Run 1, placement by cell class:
Scale bar: 20 um.
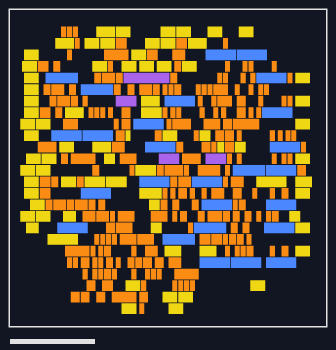
Run 1, M2 wires:
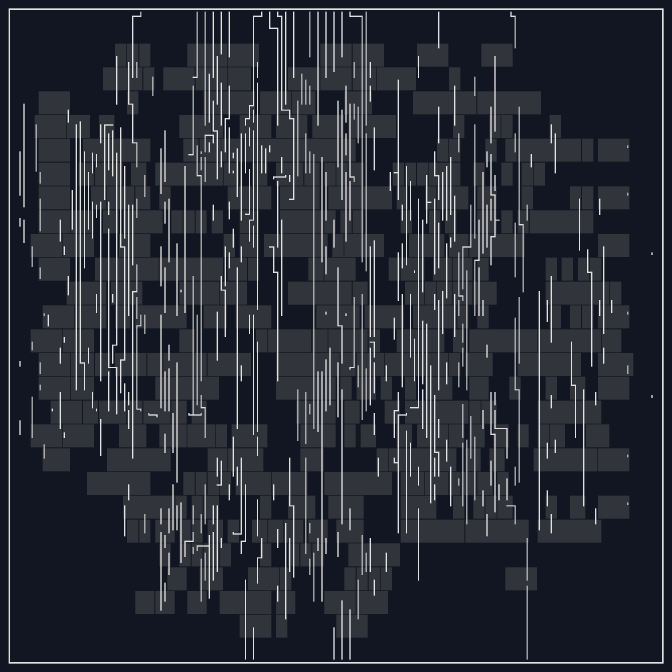
Run 1, clock wires, drivers and flops:
Scale bar: 20 um.
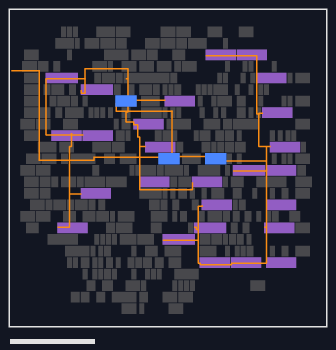
<file path="src/rtl/count_arbiter_pkg.sv">
// Shared types and constants for the counter-sharing arbiter.
// Four requesters take turns owning one external counter.
package count_arbiter_pkg;

  localparam int NREQ  = 4;
  localparam int SEL_W = 2;

  typedef enum logic [1:0] {
    IDLE,
    CLEAR,
    RUN,
    DONE
  } state_t;

  function automatic logic [NREQ-1:0] onehot(input logic [SEL_W-1:0] i);
    logic [NREQ-1:0] v;
    v    = '0;
    v[i] = 1'b1;
    return v;
  endfunction

endpackage

</file>
<file path="src/rtl/count_arbiter_rr_pick4.sv">
// Combinational round-robin picker over four requests.
// The search starts one past the last owner.
module rr_pick4
  import count_arbiter_pkg::*;
(
  input  logic [NREQ-1:0]  req,
  input  logic [SEL_W-1:0] ptr,
  output logic             valid,
  output logic [SEL_W-1:0] idx
);

  logic [SEL_W-1:0] cand;

  always_comb begin
    valid = |req;
    idx   = '0;
    cand  = '0;
    // Walk farthest-first so the nearest hit overwrites.
    for (int i = NREQ; i >= 1; i--) begin
      cand = ptr + SEL_W'(i);
      if (req[cand]) idx = cand;
    end
  end

endmodule

</file>
<file path="src/rtl/count_arbiter.sv">
// Session arbiter: grants the shared counter, clears it, lets it
// run to the owner's target length, then pulses done.
module count_arbiter
  import count_arbiter_pkg::*;
#(
  parameter int WIDTH = 8
) (
  input  logic                  clk,
  input  logic                  reset,
  input  logic [NREQ-1:0]       req,
  input  logic [NREQ*WIDTH-1:0] len,
  input  logic [WIDTH-1:0]      count,
  output logic                  cnt_clr,
  output logic                  cnt_en,
  output logic [SEL_W-1:0]      mux_sel,
  output logic [NREQ-1:0]       grant,
  output logic [NREQ-1:0]       done,
  output logic                  busy
);

  state_t           state;
  logic [SEL_W-1:0] ptr;
  logic [SEL_W-1:0] win;
  logic [WIDTH-1:0] target;

  logic             pick_valid;
  logic [SEL_W-1:0] pick_idx;
  logic [WIDTH-1:0] pick_len;

  rr_pick4 u_pick (
    .req   (req),
    .ptr   (ptr),
    .valid (pick_valid),
    .idx   (pick_idx)
  );

  always_comb begin
    pick_len = len[int'(pick_idx)*WIDTH +: WIDTH];
  end

  assign cnt_en = (state == RUN) && (count != target);

  always_ff @(posedge clk) begin
    if (!reset) begin
      state   <= IDLE;
      ptr     <= SEL_W'(NREQ - 1);
      win     <= '0;
      target  <= '0;
      cnt_clr <= 1'b0;
      mux_sel <= '0;
      grant   <= '0;
      done    <= '0;
      busy    <= 1'b0;
    end else begin
      unique case (state)
        IDLE: begin
          if (pick_valid) begin
            state   <= CLEAR;
            win     <= pick_idx;
            target  <= pick_len;
            cnt_clr <= 1'b1;
            mux_sel <= pick_idx;
            grant   <= onehot(pick_idx);
            busy    <= 1'b1;
          end
        end
        CLEAR: begin
          state   <= RUN;
          cnt_clr <= 1'b0;
        end
        RUN: begin
          if (count == target) begin
            state   <= DONE;
            mux_sel <= '0;
            grant   <= '0;
            done    <= onehot(win);
          end
        end
        DONE: begin
          state <= IDLE;
          ptr   <= win;
          done  <= '0;
          busy  <= 1'b0;
        end
      endcase
    end
  end

endmodule

</file>
<file path="config.mk">
export PLATFORM = sky130hd
export DESIGN_NAME = count_arbiter
export DESIGN_NICKNAME = d
export VERILOG_FILES = /design/src/rtl/count_arbiter_pkg.sv /design/src/rtl/count_arbiter_rr_pick4.sv /design/src/rtl/count_arbiter.sv
export SDC_FILE = /design/constraint.sdc
export NUM_CORES = 1
export LEC_CHECK = 0
export ABC_AREA = 1
export CORE_MARGIN = 2
export CORE_UTILIZATION = 35
export DETAILED_ROUTE_END_ITERATION = 8
export GPL_TIMING_DRIVEN = 0
export PLACE_DENSITY = 0.67
export SYNTH_ARGS = -nofsm -noshare
export SYNTH_HDL_FRONTEND = slang
export SYNTH_HIERARCHICAL = 1
export SYNTH_SLANG_ARGS = --single-unit
</file>
<file path="constraint.sdc">
create_clock -name clk -period 1.5 [get_ports clk]
set_input_delay 0.225 -clock clk [delete_from_list [all_inputs] [get_ports clk]]
set_output_delay 0.225 -clock clk [all_outputs]
set_load 0.01 [all_outputs]
</file>
==> flow_summary.json, run 1 <==
{
  "dr.pass1.iters": 4,
  "drtIter0Drc": 65,
  "gr-usage-met3": 0.0366,
  "flop_cell": "dfxtp_1",
  "cts_tree": "done",
  "cts_sinks": 26,
  "die_x_um": 74.5,
  "violations": "negative setup slack",
  "grt.overflow.total": 0,
  "rr_worst_depth": 12,
  "comb_area_frac": 0.404,
  "hold_viol_final": 0,
  "synth.most_common_cell": "nand2_1",
  "p_sw_frac": 0.428,
  "antenna_found_initial": 0,
  "finalWorstSetupSlack_ns": -0.330,
  "status": "complete, but fails checks",
  "place_congestion": 0.879,
  "finalSetupTns_ns": -3.86,
  "hold_start": "done[1]$_SDFFE_PN0P_",
  "fin_crit_ns": 1.83,
  "ys_types": 32,
  "leakage_nw": 1.26,
  "combPwrFrac": 0.634,
  "rsz0062_at_grt": "yes",
  "synth.cells.most_frequent": "nand2_1 (60), inv_1 (37), nand3_1 (30)",
  "ys_ff": 26,
  "maxSlewViolCount": 0,
  "m1WireLength_mm": 2.15,
  "worst_pin_slew_ns": 0.436,
  "final_common_cell": "nand2_1",
  "hpwl_mm": 3.34,
  "gr-usage-all-layers": 0.174,
  "setup_viol": 19,
  "chipArea_mm2": 0.00555,
  "sh_seq_area": 0.193,
  "fin_nets": 379,
  "whs_path_depth": 2,
  "cp.depth": 12,
  "numPortBuffers": 58,
  "maxCapViolations": 0,
  "path_cells": "buf_6, inv_6, nand2_4, nand2_4, nor2_1, o21ai_1, nand2_1, a21oi_4, buf_12, nor2_4, a22oi_1, a41oi_1",
  "setup.reg_to_reg.worst_slack_ns": -0.33,
  "worstHoldPathType": "flop to flop",
  "core_mm2": 0.00475,
  "cp_max_fo": 9,
  "ys_sh_mux": 0,
  "fp.dieH_um": 74.5,
  "worst-endpoint-arrival_ns": 2.03,
  "final-seq-area_um2": 527,
  "p_per_area_mw_per_mm2": 1780,
  "critical_path_class": "flop to flop"
}
## Picture notes: 'placement by cell class'
| color | class | cells |
|---|---|---|
| blue | flip-flops | 26 |
| yellow | other buffers and delay cells | 75 |
| purple | clock drivers and dummy loads | 4 |
| orange | all other logic | 223 |

## Picture notes: 'M2 wires'
nets with wire on the layer: 286
longest straight run: 31.3 um
wire length on this layer: 2230 um
share of all routed wire: 48%
main direction: vertical

## Picture notes: 'clock wires, drivers and flops'
[blue] cells driving clock nets | count: 3
[purple] flip-flops | count: 26
[orange] clock wires | length: 353 um
routed clock nets: 4
Clk power: 0.587 mW
Clock Power Share: 0.121
Final Skew: 0.00745 ns

Run 1, placed standard cells:
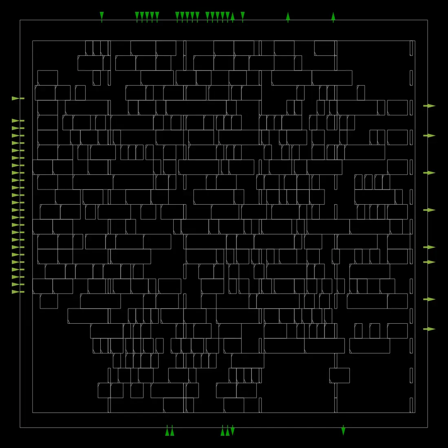

## Run 2: what changed since run 1
--- a/config.mk
+++ b/config.mk
@@ -11,6 +11,7 @@
 export DETAILED_ROUTE_END_ITERATION = 8
 export GPL_TIMING_DRIVEN = 0
 export PLACE_DENSITY = 0.67
+export REMOVE_ABC_BUFFERS = 1
 export SYNTH_ARGS = -nofsm -noshare
 export SYNTH_HDL_FRONTEND = slang
 export SYNTH_HIERARCHICAL = 1
Run 2, placed standard cells:
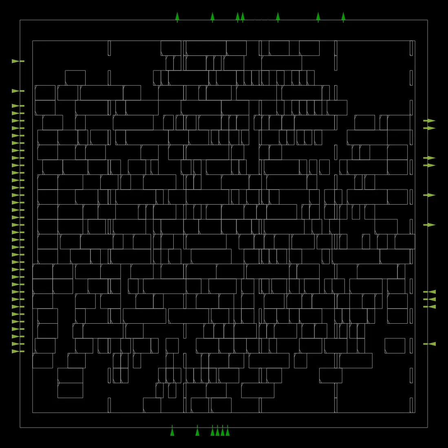
core area: 0.00475 mm^2
Seq area share: 0.184
fin util: 0.609

==> flow_summary.json, run 2 <==
{
  "status": "complete, but fails checks",
  "violations": "negative setup slack",
  "numPortBuffers": 58,
  "gr-usage-met3": 0.0352,
  "gr-usage-all-layers": 0.183,
  "whs_path_depth": 2,
  "hold_viol_final": 0,
  "p_sw_frac": 0.442,
  "grt.overflow.total": 0,
  "area_leaders": "dfxtp_1 (30%), nand2_1 (13%), nand3_1 (8.6%)",
  "p_clk_mw": 0.477,
  "cp_num_buf_inv": 5,
  "ys_sh_mux": 0,
  "chipArea_mm2": 0.00555,
  "maxCapViolations": 0,
  "ff_count": 26,
  "final-seq-area_um2": 533,
  "p_per_area_mw_per_mm2": 1830,
  "critical_path_class": "flop to flop",
  "skew_ns": 0.00769,
  "fp.dieH_um": 74.5,
  "cts_sinks": 26,
  "rr_worst_depth": 14,
  "ys_cells": 259,
  "cts_tree": "done",
  "antenna_found_initial": 0,
  "path_cells": "buf_6, o21ai_2, nand2_1, nand2_1, inv_2, nand2_2, nand2_2, nand2_2, nand2_4, clkinvlp_4, buf_8, buf_4, nand3_2, a41oi_2",
  "leakage_nw": 1.29,
  "combPwrFrac": 0.683,
  "dr.pass1.iters": 4,
  "m1WireLength_mm": 2.25,
  "synth.most_common_cell": "nand2_1",
  "setup_viol": 16,
  "clkPwrFrac": 0.090,
  "flop_cell": "dfxtp_1",
  "synth.cells.most_frequent": "nand2_1 (60), inv_1 (37), nand3_1 (30)",
  "rsz0062_at_grt": "yes",
  "wl_met3_um": 326,
  "fin_crit_ns": 1.92,
  "hold_start": "done[3]$_SDFFE_PN0P_",
  "finalWorstSetupSlack_ns": -0.419,
  "finalSetupTns_ns": -5.49,
  "fin_nets": 389,
  "drtIter0Drc": 82,
  "ys_types": 32,
  "cp.depth": 14,
  "adder_share": 0.0288,
  "cp_max_fo": 5,
  "setup.reg_to_reg.worst_slack_ns": -0.42,
  "worstHoldPathType": "flop to flop",
  "maxSlewViolCount": 0,
  "hpwl_mm": 3.05
}
Run 2, gate-type map:
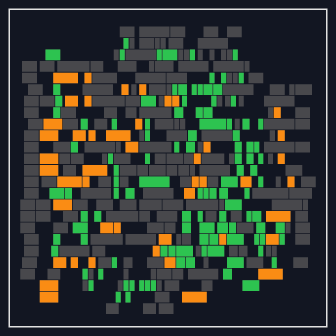
| color | family | cells | most used |
|---|---|---|---|
| green | NAND gates | 110 | nand2_1 |
| orange | inverting AOI/OAI gates | 46 | o21ai_0 |
Commonest Layout Cell: nand2_1
fin cells: 405
combinational share of cell area: 0.422

Run 2, placement by cell class:
Scale bar: 20 um.
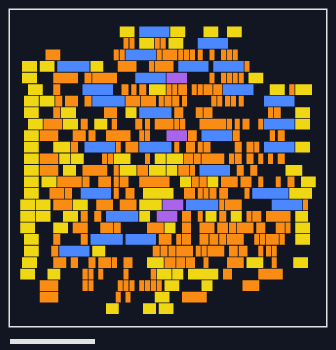

## Run 3: what changed since run 2
--- a/config.mk
+++ b/config.mk
@@ -6,11 +6,13 @@
 export NUM_CORES = 1
 export LEC_CHECK = 0
 export ABC_AREA = 1
+export CAP_MARGIN = 20
 export CORE_MARGIN = 2
-export CORE_UTILIZATION = 35
+export CORE_UTILIZATION = 40
 export DETAILED_ROUTE_END_ITERATION = 8
 export GPL_TIMING_DRIVEN = 0
-export PLACE_DENSITY = 0.67
+export HOLD_SLACK_MARGIN = 0.15
+export PLACE_DENSITY = 0.75
 export REMOVE_ABC_BUFFERS = 1
 export SYNTH_ARGS = -nofsm -noshare
 export SYNTH_HDL_FRONTEND = slang
Run 3, placement by cell class:
Scale bar: 20 um.
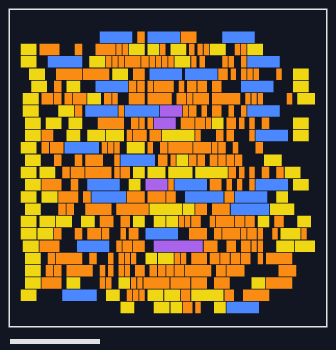
| color | class | cells |
|---|---|---|
| orange | all other logic | 225 |
| blue | flip-flops | 26 |
| purple | clock drivers and dummy loads | 4 |
| yellow | other buffers and delay cells | 85 |

Run 3, placed standard cells:
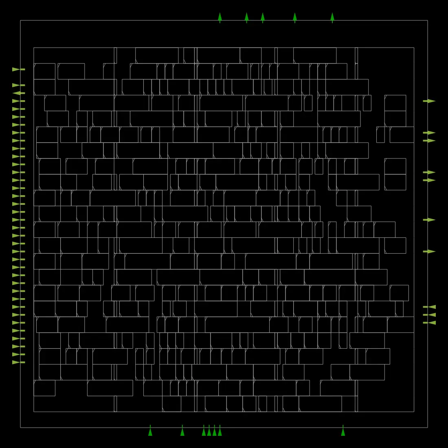
Tapcells: 50
fill count: 334

==> flow_summary.json, run 3 <==
{
  "setup_viol": 17,
  "comb_area_frac": 0.428,
  "antenna_found_initial": 0,
  "fin_crit_ns": 1.96,
  "leakage_nw": 1.33,
  "chipArea_mm2": 0.00489,
  "final_common_cell": "clkdlybuf4s50_1",
  "fp.dieH_um": 70.0,
  "cts_tree": "done",
  "combPwrFrac": 0.674,
  "ff_count": 26,
  "p_sw_frac": 0.436,
  "drtIter0Drc": 114,
  "grt_util_met1": 0.267,
  "area_delta_synth_final_pct": 70.9,
  "worst_pin_slew_ns": 0.815,
  "rsz0062_at_grt": "yes",
  "hpwl_mm": 3.00,
  "whs_path_depth": 2,
  "maxCapViolations": 0,
  "worst-endpoint-arrival_ns": 2.15,
  "numPortBuffers": 58,
  "setup.reg_to_reg.worst_slack_ns": -0.46,
  "r2r_start": "ptr[0]$_SDFFE_PN1P_",
  "instances_no_fill": 390,
  "die_x_um": 70.0,
  "cp.depth": 13,
  "dr.pass1.iters": 4,
  "fin_nets": 391,
  "ys_types": 32,
  "critical_path_class": "flop to flop",
  "root_buffer": "clkbuf_8",
  "gr-usage-all-layers": 0.220,
  "ys_ff": 26,
  "crit_start": "ptr[0]$_SDFFE_PN1P_",
  "maxSlewViolCount": 0,
  "adder_share": 0.0288,
  "ys_sh_mux": 0,
  "flop_cell": "dfxtp_1",
  "io_pins": 59,
  "worstHoldPathType": "flop to flop",
  "m1WireLength_mm": 2.29,
  "finalSetupTns_ns": -6.15,
  "clkPwrFrac": 0.107,
  "place_congestion": 0.868,
  "cts_sinks": 26,
  "p_per_area_mw_per_mm2": 1890,
  "sh_seq_area": 0.180,
  "gr-usage-met3": 0.0491,
  "synth.most_common_cell": "nand2_1",
  "cp_num_buf_inv": 3,
  "ys_cells": 259,
  "final-seq-area_um2": 536,
  "synth.cells.most_frequent": "nand2_1 (60), inv_1 (37), nand3_1 (30)",
  "insertion_delay_ns": 0.28,
  "hold_start": "done[3]$_SDFFE_PN0P_",
  "skew_ns": 0.00903,
  "logic_gate_count": 184,
  "area_leaders": "dfxtp_1 (30%), nand2_1 (13%), nand3_1 (8.6%)",
  "fin_util": 0.728,
  "cp_max_fo": 5,
  "async_flop_share": 0,
  "p_clk_mw": 0.598,
  "largestClassByArea": "multi-input combinational cells",
  "wl_met3_um": 441,
  "cts_setup_buffers": 22,
  "violations": "negative setup slack",
  "finalWorstSetupSlack_ns": -0.455,
  "grt.overflow.total": 0,
  "status": "complete, but fails checks",
  "core_mm2": 0.00409,
  "period_used_share": 1.30
}
Power is estimated from default activity; no workload was simulated.
